==> images/wires.png <==
Scale bar: 50 um. Two of the layers only.
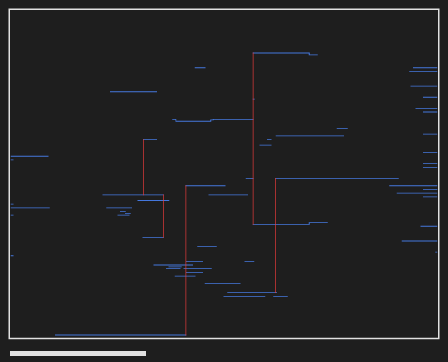
==> images/congestion.png <==
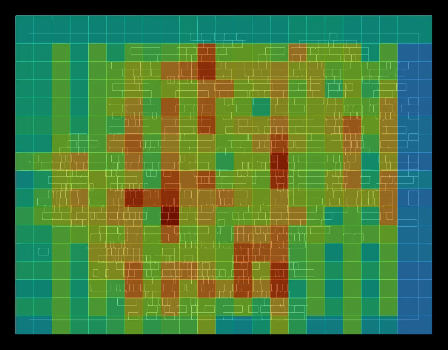
==> config.mk <==
export PLATFORM = sky130hd
export DESIGN_NAME = line_merge_engine
export DESIGN_NICKNAME = d
export VERILOG_FILES = /design/src/rtl/line_merge_engine.sv
export SDC_FILE = /design/constraint.sdc
export NUM_CORES = 1
export LEC_CHECK = 0
export ABC_CLOCK_PERIOD_IN_PS = 6000
export CAP_MARGIN = 10
export CORE_ASPECT_RATIO = 0.75
export CORE_MARGIN = 5
export CORE_UTILIZATION = 35
export CTS_CLUSTER_SIZE = 28
export DETAILED_ROUTE_END_ITERATION = 7
export GPL_ROUTABILITY_DRIVEN = 0
export PLACE_DENSITY = 0.58
export SYNTH_ARGS = -nofsm -noshare
export SYNTH_HDL_FRONTEND = slang
export SYNTH_SLANG_ARGS = --single-unit
==> constraint.sdc <==
create_clock -name clk -period 6 [get_ports clk]
set_clock_uncertainty 0.05 [all_clocks]
set_input_delay 0.6 -clock clk [delete_from_list [all_inputs] [get_ports clk]]
set_output_delay 0.6 -clock clk [all_outputs]
set_load 0.01 [all_outputs]
==> results.txt <==
Worst relative slew slack: 31.0%
CP Launch Type: flop
Post-CTS setup buffer count: 0
Antenna diode count: 0
Synth flops: 102
Vias/cell: 5.30
Area delta synth->final: 19.0%
Hold buffer count at cts: 0
Main synth FF type: dfxtp_1
Most frequent logic cell in the layout: dfxtp_1
Max Freq: 209 MHz
Area leader, netlist: dfxtp_1
Yosys top cell by instances: dfxtp_1
Reg2reg setup slack: 1210 ps
Pleak: 2.60 nW
Core Rows: 40
Area of the core: 0.0161 mm^2
Most frequent logic cells in the routed design: dfxtp_1, nor2_1, clkdlybuf4s50_1
Die y size: 121 um
Post-place instance area: 0.00651 mm^2
Synth Warn #: 0
Final-report hold violation count: 0
DIE WIDTH: 158 um
Chip area: 0.0191 mm^2
Vias in the first global route: 4208
Clock Tree Buf Depth: 2
Detail Route Antenna Nets: 0
Top cell area share: 24.4%
Nets at Floorplan: 656
DRT iter0 DRCs: 284
Cell Area, Synth: 0.00574 mm^2
Slowest CP cell: mux4_2
Post-CTS sizing: 0
DP HPWL: 10900 um
Total tool warning count: 37
Req. time, crit path: 6190 ps
Final Cycle Share: 79.9%
Non-Filler Instances: 866
Post-route DRC: 0
Status: finished clean
PD cells: 355 mW/mm^2
Finish-stage setup viols: 0
Worst Hold Depth: 2
Nets@finish: 703
Cells after DPL: 850
VDD IR max: 0.000217 V
Worst slew pin tran: 1030 ps
Vias: 4588
Clock sink count: 102
Syn Inst Count: 604
IO Port Bufs: 59
Final-report max-slew violation count: 0
Seq/Total Area, Yosys: 41.1%
Number of distinct library cells after synthesis: 66
Final min period: 4790 ps
Syn Area/Cell: 9.51 um^2
Max_cap viols: 0
Top cells, area: dfxtp_1, edfxtp_1, ha_1
R2r worst-path depth: 13
Grt ovf: 0
TritonCTS clock tree: done
Cells in synth_stat.txt: 604
CTS buffer count: 9
Clock H-tree levels: 3
RSZ-0062 raised after global routing: no
Initial antenna violation count: 0
Post-synth ARST share: 0%
Largest net degree at the start of global routing: 36
First drt pass iteration count: 5
First-pass GRT wire length: 22700 um
Root Driver: clkbuf_16
Design area: 0.00683 mm^2
Post-synth EDFFs: 32
Synth cell count leaders: dfxtp_1, nor2_1, a21oi_1
Crit-path max cell delay: 670 ps
Latency at later pin: 360 ps
Max FFs per register: 18
Init Core Util: 35.7%
Layout cells sized above 1: 6.25%
Type of the most critical hold path: reg -> reg
Post-synth area from yosys stat: 0.00574 mm^2
Critical Setup Path Class: reg -> reg
CTS clk-pin slew, worst paths: 70 ps
Boundary pin count: 60
Crit path arrival time: 4990 ps
Crit-path cells: mux4_2 -> ha_1 -> xnor2_1 -> nor2b_1 -> and2_1 -> ha_1 -> a21o_1 -> a221oi_2 -> nor4b_1 -> nor4_2 -> a211oi_1 -> nor2b_1 -> o41a_1
Critical Path End Type: flop
Crit path max fanout: 8
TNS Setup: 0 ps
-- wires.png (at the start) --
colour	layer	wire length
red	metal 4	197 um
blue	metal 3	599 um
total routed wirelength: 14300 um
Avg WL per Cell: 16.5 um

-- congestion.png (at the start) --
total global-route track usage: 15.1%
Util after Layout: 42.5%
met1 usage: 22.0%

critical path: cells and delay by family, from the launching register on:
family / cells / cell delay [ps]
mux: 1 / 670
compound gates: 4 / 1230
flops: 1 / 530
xor+xnor: 1 / 460
simple gates: 5 / 1110
fa+ha+maj: 2 / 630
power by group:
part / internal [mW] / total, mW / switching (mW) / leakage (nW)
clock network: 0.337 / 0.626 / 0.289 / 0.157
registers: 0.844 / 0.952 / 0.107 / 0.915
logic: 0.349 / 0.846 / 0.497 / 1.52
total: 1.53 / 2.42 / 0.894 / 2.60
kinds of logic after synthesis:
logic type / Yosys count / share of synthesized area, %
compound gates: 172 / 20.0
simple gates: 185 / 16.0
flops: 102 / 41.1
xor+xnor: 28 / 4.66
mux: 38 / 7.54
buf+inv: 47 / 3.53
fa+ha+maj: 32 / 7.10
layout make-up:
type	count	area (um^2)
inverter	17	63.8
fill	1524	9230
clock inverter	7	97.6
tap	210	263
clock buffer	9	225
multi-input combinational	455	3180
sequential	102	2360
timing repair buffer	66	643
layer usage:
metal / vias up / track usage [%] / routed length (um)
li1: 2302 / - / -
met1: 2184 / 22.0 / 7250
met2: 89 / 22.3 / 6230
met3: 13 / 3.24 / 598
met4: 0 / 4.51 / 196
met5: - / 0 / 0
per-stage QoR:
stage	hold WS (ps)	util [%]	total power, mW	setup slack, ps
global route	453	42.5	2.57	879
floorplan	420	-	1.57	1780
detailed placement	418	40.5	1.81	1210
global placement	410	40.5	1.79	1420
CTS	430	42.5	2.44	1200
finish	429	42.5	2.42	1210
No activity file was given, so power comes from the tool's default toggle rates.
